run_1/congestion.png
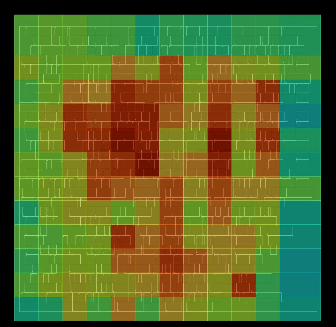
run_1/placement_by_type.png
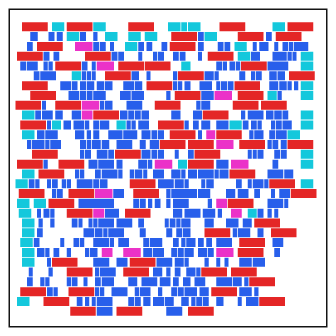
run_1/clk_routes.png
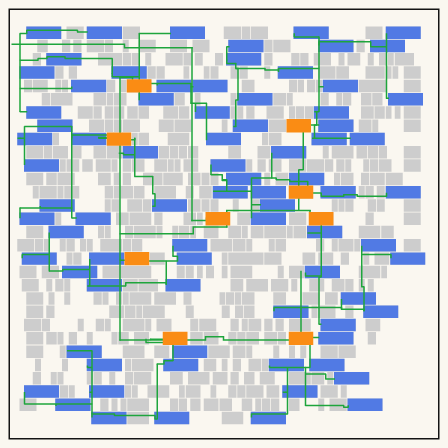
File: src/rtl/csat_bench_pkg.sv
`default_nettype none
// ============================================================================
// Module      : csat_bench_pkg
// Description : Shared types and default widths for the CSAT benchmark
//               helper blocks (factor search engine and its multiplier).
//               Contents: fse_state_t (factor search FSM state encoding),
//               A_W_DEF / B_W_DEF (default factor widths).
// Revision    : 1.0 - initial release
// ============================================================================
package csat_bench_pkg;

  localparam int A_W_DEF = 7;
  localparam int B_W_DEF = 4;

  typedef enum logic [2:0] {
    IDLE  = 3'd0,
    ISSUE = 3'd1,
    MUL   = 3'd2,
    CHECK = 3'd3,
    FIN   = 3'd4
  } fse_state_t;

endpackage : csat_bench_pkg
`default_nettype wire

File: src/rtl/mult_shift_add.sv
`default_nettype none
// ============================================================================
// Module      : mult_shift_add
// Description : Radix-2 shift-add unsigned multiplier, one multiplier bit per
//               cycle. Bit 0 is folded in on the start cycle, so the full
//               product is ready B_W cycles after start, qualified by a
//               one-cycle done pulse. prod holds until the next start.
// Ports       : clk   - clock, rising edge
//               reset - synchronous active-high reset
//               start - load a/b and begin a multiply
//               a     - multiplicand (A_W bits)
//               b     - multiplier   (B_W bits)
//               done  - one-cycle pulse, prod is final
//               prod  - full-width product (A_W+B_W bits)
// Revision    : 1.0 - initial release
// ============================================================================
module mult_shift_add #(
  parameter  int A_W = 7,
  parameter  int B_W = 4,
  localparam int P_W = A_W + B_W
) (
  input  logic           clk,
  input  logic           reset,
  input  logic           start,
  input  logic [A_W-1:0] a,
  input  logic [B_W-1:0] b,
  output logic           done,
  output logic [P_W-1:0] prod
);

  localparam int CW = $clog2(B_W + 1);

  logic [P_W-1:0] acc_q;
  logic [P_W-1:0] mcand_q;
  logic [B_W-1:0] mplier_q;
  logic [CW-1:0]  cnt_q;
  logic           run_q;
  logic           done_q;

  always_ff @(posedge clk) begin
    if (reset) begin
      acc_q    <= '0;
      mcand_q  <= '0;
      mplier_q <= '0;
      cnt_q    <= '0;
      run_q    <= 1'b0;
      done_q   <= 1'b0;
    end else begin
      done_q <= 1'b0;
      if (start) begin
        // Bit 0 is accumulated on the load edge; the remaining B_W-1 bits
        // follow one per cycle, giving exactly B_W cycles to done.
        acc_q    <= b[0] ? P_W'(a) : '0;
        mcand_q  <= P_W'(a) << 1;
        mplier_q <= b >> 1;
        cnt_q    <= CW'(B_W - 1);
        run_q    <= (B_W > 1);
        done_q   <= (B_W == 1);
      end else if (run_q) begin
        if (mplier_q[0]) begin
          acc_q <= acc_q + mcand_q;
        end
        mcand_q  <= mcand_q << 1;
        mplier_q <= mplier_q >> 1;
        cnt_q    <= cnt_q - 1'b1;
        if (cnt_q == CW'(1)) begin
          run_q  <= 1'b0;
          done_q <= 1'b1;
        end
      end
    end
  end

  assign done = done_q;
  assign prod = acc_q;

endmodule : mult_shift_add
`default_nettype wire

File: src/rtl/factor_search_engine.sv
`default_nettype none
// ============================================================================
// Module      : factor_search_engine
// Description : Sequential brute-force factoring of a target T into a*b with
//               a>=2, b>=2. b is the outer (ascending) loop, a the inner one;
//               a row ends early once a*b exceeds T. Reports SAT/UNSAT, the
//               first witness in search order and the candidate count.
// Ports       : clk        - clock, rising edge
//               reset      - synchronous active-high reset, aborts a search
//               start      - request pulse, accepted only when idle
//               target     - product to factor, latched on accept
//               busy       - search in progress
//               done       - one-cycle completion pulse
//               found      - 1 = SAT, 0 = UNSAT
//               a_out      - witness a (0 when not found)
//               b_out      - witness b (0 when not found)
//               cand_count - candidate pairs multiplied in last search
// Revision    : 1.0 - initial release
// ============================================================================
module factor_search_engine
  import csat_bench_pkg::*;
#(
  parameter  int A_W = A_W_DEF,
  parameter  int B_W = B_W_DEF,
  localparam int P_W = A_W + B_W
) (
  input  logic           clk,
  input  logic           reset,
  input  logic           start,
  input  logic [P_W-1:0] target,
  output logic           busy,
  output logic           done,
  output logic           found,
  output logic [A_W-1:0] a_out,
  output logic [B_W-1:0] b_out,
  output logic [P_W-1:0] cand_count
);

  localparam logic [A_W-1:0] A_MAX = '1;
  localparam logic [B_W-1:0] B_MAX = '1;
  localparam logic [A_W-1:0] A_TWO = A_W'(2);
  localparam logic [B_W-1:0] B_TWO = B_W'(2);

  fse_state_t     state_q, state_d;
  logic [P_W-1:0] target_q, target_d;
  logic [A_W-1:0] a_q, a_d;
  logic [B_W-1:0] b_q, b_d;
  logic [P_W-1:0] cand_q, cand_d;
  logic           found_q, found_d;
  logic [A_W-1:0] a_out_q, a_out_d;
  logic [B_W-1:0] b_out_q, b_out_d;
  logic           busy_q, busy_d;
  logic           done_q, done_d;

  logic           mult_start;
  logic           mult_done;
  logic [P_W-1:0] mult_prod;
  logic           accept;

  mult_shift_add #(
    .A_W (A_W),
    .B_W (B_W)
  ) u_mult (
    .clk   (clk),
    .reset (reset),
    .start (mult_start),
    .a     (a_q),
    .b     (b_q),
    .done  (mult_done),
    .prod  (mult_prod)
  );

  // done is registered one cycle after FIN, so the engine is already in IDLE
  // while done is high; masking accept with done keeps a start coincident
  // with done from being taken.
  assign accept = (state_q == IDLE) && start && !done_q;

  always_comb begin
    state_d    = state_q;
    target_d   = target_q;
    a_d        = a_q;
    b_d        = b_q;
    cand_d     = cand_q;
    found_d    = found_q;
    a_out_d    = a_out_q;
    b_out_d    = b_out_q;
    mult_start = 1'b0;

    unique case (state_q)
      IDLE: begin
        if (accept) begin
          target_d = target;
          a_d      = A_TWO;
          b_d      = B_TWO;
          cand_d   = '0;
          found_d  = 1'b0;
          a_out_d  = '0;
          b_out_d  = '0;
          // Targets below 4 cannot have two factors >= 2.
          state_d  = (target < P_W'(4)) ? FIN : ISSUE;
        end
      end
      ISSUE: begin
        mult_start = 1'b1;
        cand_d     = cand_q + 1'b1;
        state_d    = MUL;
      end
      MUL: begin
        if (mult_done) begin
          state_d = CHECK;
        end
      end
      CHECK: begin
        if (mult_prod == target_q) begin
          found_d = 1'b1;
          a_out_d = a_q;
          b_out_d = b_q;
          state_d = FIN;
        end else if ((mult_prod > target_q) || (a_q == A_MAX)) begin
          // Row exhausted: a only grows, so a larger product ends this b.
          if (b_q == B_MAX) begin
            state_d = FIN;
          end else begin
            b_d     = b_q + 1'b1;
            a_d     = A_TWO;
            state_d = ISSUE;
          end
        end else begin
          a_d     = a_q + 1'b1;
          state_d = ISSUE;
        end
      end
      FIN: begin
        state_d = IDLE;
      end
      default: begin
        state_d = IDLE;
      end
    endcase

    busy_d = (state_d != IDLE);
    done_d = (state_q == FIN);
  end

  always_ff @(posedge clk) begin
    if (reset) begin
      state_q  <= IDLE;
      target_q <= '0;
      a_q      <= '0;
      b_q      <= '0;
      cand_q   <= '0;
      found_q  <= 1'b0;
      a_out_q  <= '0;
      b_out_q  <= '0;
      busy_q   <= 1'b0;
      done_q   <= 1'b0;
    end else begin
      state_q  <= state_d;
      target_q <= target_d;
      a_q      <= a_d;
      b_q      <= b_d;
      cand_q   <= cand_d;
      found_q  <= found_d;
      a_out_q  <= a_out_d;
      b_out_q  <= b_out_d;
      busy_q   <= busy_d;
      done_q   <= done_d;
    end
  end

  assign busy       = busy_q;
  assign done       = done_q;
  assign found      = found_q;
  assign a_out      = a_out_q;
  assign b_out      = b_out_q;
  assign cand_count = cand_q;

endmodule : factor_search_engine
`default_nettype wire

File: config.mk
export PLATFORM = sky130hd
export DESIGN_NAME = factor_search_engine
export DESIGN_NICKNAME = d
export VERILOG_FILES = /design/src/rtl/csat_bench_pkg.sv /design/src/rtl/mult_shift_add.sv /design/src/rtl/factor_search_engine.sv
export SDC_FILE = /design/constraint.sdc
export NUM_CORES = 1
export LEC_CHECK = 0
export CORE_MARGIN = 1
export CORE_UTILIZATION = 55
export DETAILED_ROUTE_END_ITERATION = 7
export PLACE_DENSITY = 0.76
export SETUP_SLACK_MARGIN = 0.4
export SYNTH_ARGS = -nofsm -noshare
export SYNTH_HDL_FRONTEND = slang
export SYNTH_SLANG_ARGS = --single-unit
File: constraint.sdc
create_clock -name clk -period 3.18 [get_ports clk]
set_clock_uncertainty 0.2 [all_clocks]
set_input_delay 0.318 -clock clk [delete_from_list [all_inputs] [get_ports clk]]
set_output_delay 0.318 -clock clk [all_outputs]
set_load 0.02 [all_outputs]
==> notes.md, run 1 <==
flow finished, numbers: run status finished, final reports clean, EDFF count, synth 0, biggest cell category by area in the final layout multi-input combinational cells, wire length of the first global-routing pass 16.1 mm, share of power burned in combinational logic 16.7%, die outline width 87.6 microns, unrepaired setup endpoints after global routing false, max-capacitance violation count 0, netlist area before placement 4030 sq um, Synth mux share 4.28%, slack of the worst reg-to-reg path 0.61 ns, ratio of cells with drive above 1 in the final layout 8.14%, post-cts repair resize count 0, required time at the endpoint of the critical path 3.27 ns, fraction of synthesized cell area taken by the top area cell type 39.2%, Crit. End Element register, CTS tree yes, Yosys warnings 0, remaining design rule violation count 0, FP Util 58.1%, placed cells 596, switching part of the total 30.4%, final count of negative-setup-slack endpoints 0
-- congestion.png (at the start) --
met1 usage: 35.7%
most crowded layer after global routing: met2

-- placement_by_type.png (at the start) --
legend:
  flops:
    color: red
    cells: 79
    share_of_their_area: 35%
  clock drivers and dummy loads:
    color: magenta
    cells: 16
    share_of_their_area: 4.2%
  other buffers and delay cells:
    color: cyan
    cells: 45
    share_of_their_area: 9.4%
  combinational and other logic:
    color: blue
    cells: 376
    share_of_their_area: 52%
Post-Layout Inst Area: 4660 sq um
utilization after layout: 67.1%

-- clk_routes.png (at the start) --
legend:
  clock drivers:
    color: orange
    count: 9
  clock wires:
    color: green
    length: 918 microns
  flip-flops:
    color: blue
    count: 79
flops lie: all over the die
power attributed to the clock group: 0.710 mW
clock latency on the worst-skew pair: 0.36 ns
power share of the clock group: 33.0%

run_1/wires.png
Only two layers are drawn.
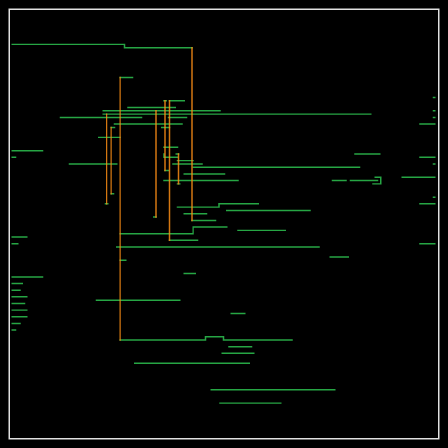

==> run 2, diff against run 1 <==
--- a/config.mk
+++ b/config.mk
@@ -6,7 +6,7 @@
 export NUM_CORES = 1
 export LEC_CHECK = 0
 export CORE_MARGIN = 1
-export CORE_UTILIZATION = 55
+export CORE_UTILIZATION = 52
 export DETAILED_ROUTE_END_ITERATION = 7
 export PLACE_DENSITY = 0.76
 export SETUP_SLACK_MARGIN = 0.4
==> constraint.sdc (replaced) <==
create_clock -name clk -period 2.1 [get_ports clk]
set_clock_uncertainty 0.2 [all_clocks]
set_input_delay 0.21 -clock clk [delete_from_list [all_inputs] [get_ports clk]]
set_output_delay 0.21 -clock clk [all_outputs]
set_load 0.02 [all_outputs]
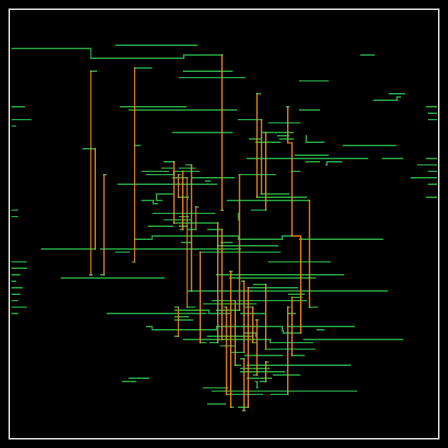
run_2/wires.png
Only two layers are drawn.
legend:
  metal 4:
    color: orange
    wire_length: 654 microns
  metal 3:
    color: green
    wire_length: 1,080 microns
Vias: 4,319
routed wire length: 14.1 mm
Total GRT Usage: 29.7%

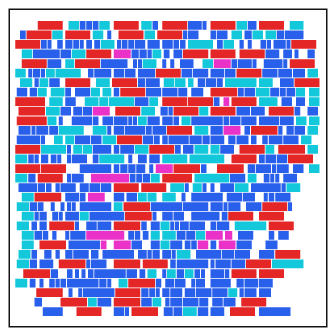
run_2/placement_by_type.png
legend:
  other buffers and delay cells:
    color: cyan
    cells: 113
    share_of_their_area: 19%
  clock drivers and dummy loads:
    color: magenta
    cells: 15
    share_of_their_area: 3.4%
  combinational and other logic:
    color: blue
    cells: 376
    share_of_their_area: 51%
  flops:
    color: red
    cells: 79
    share_of_their_area: 27%

==> run 2 against run 1 <==
Against the previous run:
- hold slack got worse by 0.023 ns
- flip-flop count did not move
- the flow now finishes with violations (setup timing)
- synthesized area unchanged
- sequential power up 52%
==> notes.md, run 2 <==
flow finished, numbers: GR Layer Usage met2 51.5% (was 44.7%), power attributed to the clock group 1.27 mW (was 0.710 mW), post-layout net count 619 (was 551), share of power burned in combinational logic 26.9% (was 16.7%), grt total ovfl 0 (unchanged), Max power group sequential cells (unchanged), biggest cell category by area in the final layout multi-input combinational cells (unchanged), run status complete, but fails checks (was finished, final reports clean), remaining design rule violation count 0 (unchanged), CTS tree yes (unchanged), final count of negative-setup-slack endpoints 30 (was 0), fraction of synthesized cell area taken by the top area cell type 39.2% (unchanged), slack of the worst reg-to-reg path -0.36 ns (was 0.61 ns), count of pins over their slew limit 0 (unchanged), FP Util 54.7% (was 58.1%), post-cts repair resize count 135 (was 0), clock network area share 3.36% (was 4.06%), unrepaired setup endpoints after global routing true (was false), Via density 6.33 (was 5.85), placed cells 637 (was 596), top logic cell family in the synthesized netlist simple AND/OR/NAND/NOR gates (unchanged), most frequent standard cell in the layout excluding fill and tap cells dfxtp_1 (unchanged), max-capacitance violation count 0 (unchanged), wire length of the first global-routing pass 19.2 mm (was 16.1 mm), Crit. End Element register (unchanged), netlist area before placement 4030 sq um (unchanged), power consumed by combinational cells 1.07 mW (was 0.359 mW), violations in the final reports setup timing, Yosys warnings 0 (unchanged), fin worst setup slack -0.357 ns (was 0.607 ns), Synth mux share 4.28% (unchanged), required time at the endpoint of the critical path 2.19 ns (was 3.27 ns), power share of the clock group 31.8% (was 33.0%), met1 usage 36.4% (was 35.7%), clock latency on the worst-skew pair 0.37 ns (was 0.36 ns), switching part of the total 31.0% (was 30.4%), Logic inverters 20 (unchanged), EDFF count, synth 0 (unchanged), utilization after layout 84.3% (was 67.1%), largest delay contributor family on the critical path AND-OR/OR-AND gates (unchanged), origin of the worst min-delay path reset (unchanged)
Power is estimated from default activity; no workload was simulated.
